===== src/rtl/series_eval.sv =====
// Iterative Taylor-series evaluator for sin/cos/sinh/cosh with an external coefficient table.
// Latency: done 1+3*terms cycles after the start edge; start is ignored while busy, with no other backpressure.
module series_eval (
    input  logic        clk,
    input  logic        rst,
    input  logic        start,
    input  logic [1:0]  fsel,
    input  logic [7:0]  x,
    input  logic [3:0]  terms,
    output logic        tbl_func,
    output logic [3:0]  tbl_addr,
    input  logic [7:0]  tbl_data,
    output logic        busy,
    output logic        done,
    output logic [17:0] result
);
    typedef enum logic [2:0] {
        S_IDLE, S_INIT, S_FETCH, S_MUL1, S_MUL2, S_DONE
    } state_t;

    state_t      state_q, state_d;
    logic        hyp_q, hyp_d;
    logic        tbl_func_q, tbl_func_d;
    logic [7:0]  x_q, x_d;
    logic [3:0]  terms_q, terms_d;
    logic [7:0]  x2_q, x2_d;
    logic [4:0]  k_q, k_d;
    logic [17:0] term_q, term_d;
    logic [17:0] acc_q, acc_d;
    logic [17:0] p_q, p_d;
    logic [7:0]  coef_q, coef_d;
    logic [17:0] result_q, result_d;
    logic [3:0]  tbl_addr_q, tbl_addr_d;

    logic [17:0] term_init;
    logic [17:0] term_new;
    logic [18:0] acc_sum;
    logic        do_sub;

    always_comb begin
        term_init = tbl_func_q ? 18'h10000 : {2'b00, x_q, 8'h00};
        term_new  = 18'(({8'd0, p_q} * {18'd0, coef_q}) >> 8);
        acc_sum   = {1'b0, acc_q} + {1'b0, term_new};
        // Alternating signs only for the trigonometric chains: odd terms subtract.
        do_sub    = !hyp_q && k_q[0];
    end

    always_comb begin
        state_d    = state_q;
        hyp_d      = hyp_q;
        tbl_func_d = tbl_func_q;
        x_d        = x_q;
        terms_d    = terms_q;
        x2_d       = x2_q;
        k_d        = k_q;
        term_d     = term_q;
        acc_d      = acc_q;
        p_d        = p_q;
        coef_d     = coef_q;
        result_d   = result_q;
        tbl_addr_d = 4'd0;
        case (state_q)
            S_IDLE: begin
                if (start) begin
                    hyp_d      = fsel[1];
                    tbl_func_d = fsel[0];
                    x_d        = x;
                    terms_d    = terms;
                    state_d    = S_INIT;
                end
            end
            S_INIT: begin
                x2_d    = 8'(({8'd0, x_q} * {8'd0, x_q}) >> 8);
                k_d     = 5'd1;
                term_d  = term_init;
                acc_d   = term_init;
                state_d = (terms_q != 4'd0) ? S_FETCH : S_DONE;
            end
            S_FETCH: begin
                coef_d  = tbl_data;
                state_d = S_MUL1;
            end
            S_MUL1: begin
                p_d     = 18'(({8'd0, term_q} * {18'd0, x2_q}) >> 8);
                state_d = S_MUL2;
            end
            S_MUL2: begin
                term_d = term_new;
                if (do_sub)
                    acc_d = (acc_q >= term_new) ? acc_q - term_new : 18'd0;
                else
                    acc_d = acc_sum[18] ? 18'h3FFFF : acc_sum[17:0];
                k_d     = k_q + 5'd1;
                state_d = (k_q < {1'b0, terms_q}) ? S_FETCH : S_DONE;
            end
            S_DONE: begin
                state_d = S_IDLE;
            end
            default: begin
                state_d = S_IDLE;
            end
        endcase
        // Address and result are registered on entry so they are valid during FETCH/DONE.
        if (state_d == S_FETCH)
            tbl_addr_d = k_d[3:0];
        if (state_d == S_DONE)
            result_d = acc_d;
    end

    always_ff @(posedge clk or posedge rst) begin
        if (rst) begin
            state_q    <= S_IDLE;
            hyp_q      <= 1'b0;
            tbl_func_q <= 1'b0;
            x_q        <= 8'd0;
            terms_q    <= 4'd0;
            x2_q       <= 8'd0;
            k_q        <= 5'd0;
            term_q     <= 18'd0;
            acc_q      <= 18'd0;
            p_q        <= 18'd0;
            coef_q     <= 8'd0;
            result_q   <= 18'd0;
            tbl_addr_q <= 4'd0;
        end else begin
            state_q    <= state_d;
            hyp_q      <= hyp_d;
            tbl_func_q <= tbl_func_d;
            x_q        <= x_d;
            terms_q    <= terms_d;
            x2_q       <= x2_d;
            k_q        <= k_d;
            term_q     <= term_d;
            acc_q      <= acc_d;
            p_q        <= p_d;
            coef_q     <= coef_d;
            result_q   <= result_d;
            tbl_addr_q <= tbl_addr_d;
        end
    end

    assign tbl_func = tbl_func_q;
    assign tbl_addr = tbl_addr_q;
    assign busy     = (state_q != S_IDLE);
    assign done     = (state_q == S_DONE);
    assign result   = result_q;
endmodule


===== config.mk =====
export PLATFORM = sky130hd
export DESIGN_NAME = series_eval
export DESIGN_NICKNAME = d
export VERILOG_FILES = /design/src/rtl/series_eval.sv
export SDC_FILE = /design/constraint.sdc
export NUM_CORES = 1
export LEC_CHECK = 0
export CORE_AREA = 4 4 170 172
export CTS_CLUSTER_SIZE = 16
export DETAILED_ROUTE_END_ITERATION = 16
export DIE_AREA = 0 0 174 176
export PLACE_DENSITY = 0.77
export SYNTH_ARGS = -nofsm -noshare
export SYNTH_HDL_FRONTEND = slang
export SYNTH_SLANG_ARGS = --single-unit

===== constraint.sdc =====
create_clock -name clk -period 8.9 [get_ports clk]
set_input_delay 1.335 -clock clk [delete_from_list [all_inputs] [get_ports clk]]
set_output_delay 1.335 -clock clk [all_outputs]
set_load 0.01 [all_outputs]

==> images/pdn.png <==
(2 px per um) Pins as bars on the die edge. Tap cells in gray.
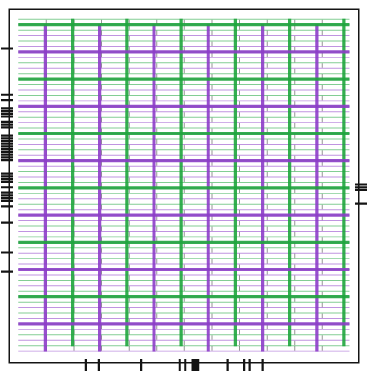
Key: purple = VSS; green = VDD
346 tap cells. The core has 61 rows. 12 straps on met5. 62 met1 rails follow the rows.
Die X: 174 um
core footprint: 0.0275 sq mm
Die H: 176 um

==> images/final_clocks.png <==
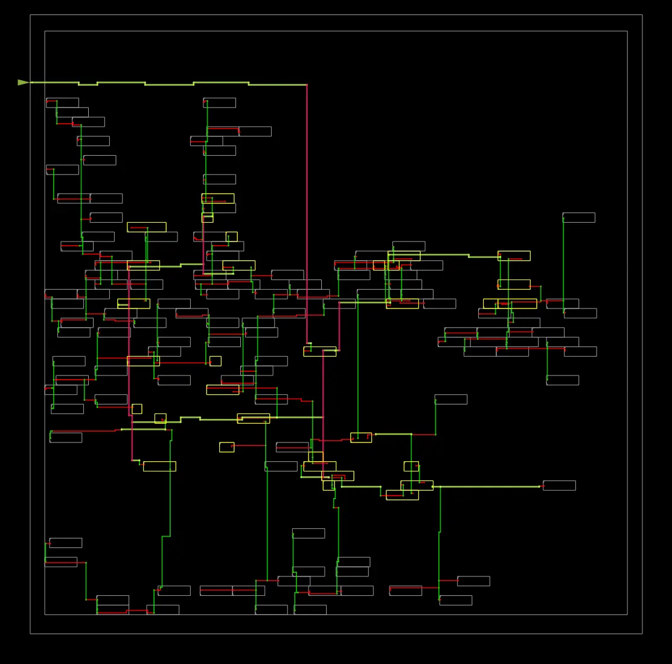
TritonCTS sink count: 114
Clock Latency Late Sink: 0.44 ns

==> reports/metrics.yaml <==
timing:
  relSlewSlack_pct: 14.4
  grt_setup_unrepaired: "no"
  hold_viol: 0
  finalClockPeriodUsage_pct: 91.2
  fmax_mhz: 123
  skew_ns: 0.0139
  fin_setup_tns_ns: 0
  period_minus_slack_ns: 8.12
  fin_ws_ns: 0.784
  hold_ws_ns: 0.484
critical_path:
  crit_cells: 29
  r2r_slack_ns: 0.78
  worstPathRequired_ns: 9.19
  cp.arrival_ns: 8.40
  cp_slowest_cell: "dfrtp_1"
  r2r_start: "coef_q[7]$_DFFE_PP0P_"
  crit_fanout: 19
  crit_family: "AND-OR/OR-AND gates"
  endpoint: "result[11]$_DFFE_PP0N_"
finish:
  area_growth_pct: 8.18
  buf_share_pct: 3.31
  final_cell_count_no_fill: 2146
  fin_util_pct: 63.9
  fin_nets: 2182
  drive_gt1_share_pct: 5.61
  layout_top_cell: "inv_1"
  n_antenna_cell: 0
  clk_share_pct: 3.51
grt:
  grt_overflow_total: 0
  grt_pass1_vias: 13300
  grt.busiest_layer: "met2"
  grt_use_met1_pct: 36.7
  met3_usage_pct: 4.52
  grt_max_degree: 63
  gr-usage-met2_pct: 45.6
synth:
  mux_share_pct: 1.60
  synthFlopType: "dfrtp_1"
  yosysTopAreaCell: "fa_1"
  syn_nets: 2185
  top_logic_kind: "adder cells"
  ys_sh_simple_pct: 18.0
  synthCells: 1790
  fa_ha_area_share_pct: 38.5
  ys_async_sr_fraction_pct: 100
  edf_count: 0
  synth_flops: 114
  aoi_share_pct: 13.5
  synth_cell_types: 79
  common_cells: "258 x inv_1, 222 x nand2_1, 216 x fa_1"
min_path:
  min_from: "result[0]$_DFFE_PP0N_"
  hold_class: "reg2reg"
  hold_path_end: "result[0]$_DFFE_PP0N_"
placement:
  dp_hpwl_mm: 31.1
  place_inst: 2114
  place_ws_ns: 0.895
job:
  maxCapViolCount: 0
clocking:
  holdBufCountCts: 0
  cts_tree: "built"
  cts-buffers-inserted: 17
  post_cts_buffers: 0
  ctsHtreeMaxLevel: 4
route:
  drc_errors: 0
  wl_mm: 40.4
  antenna_left: 0
  wl_met3_mm: 2.32
  via_count: 12800
floorplanning:
  fp-utilization_pct: 59.0
  die_area_sq_mm: 0.0306
  io_pins: 50
status:
  status: "finished clean"
==> images/metal_stack.png <==
(2 px per um)
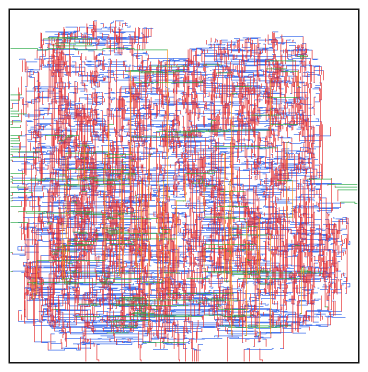
Key: blue = met1 [wire length 17100 um]; green = met3 [wire length 2320 um]; orange = met4 [wire length 1370 um]; red = met2 [wire length 19600 um]

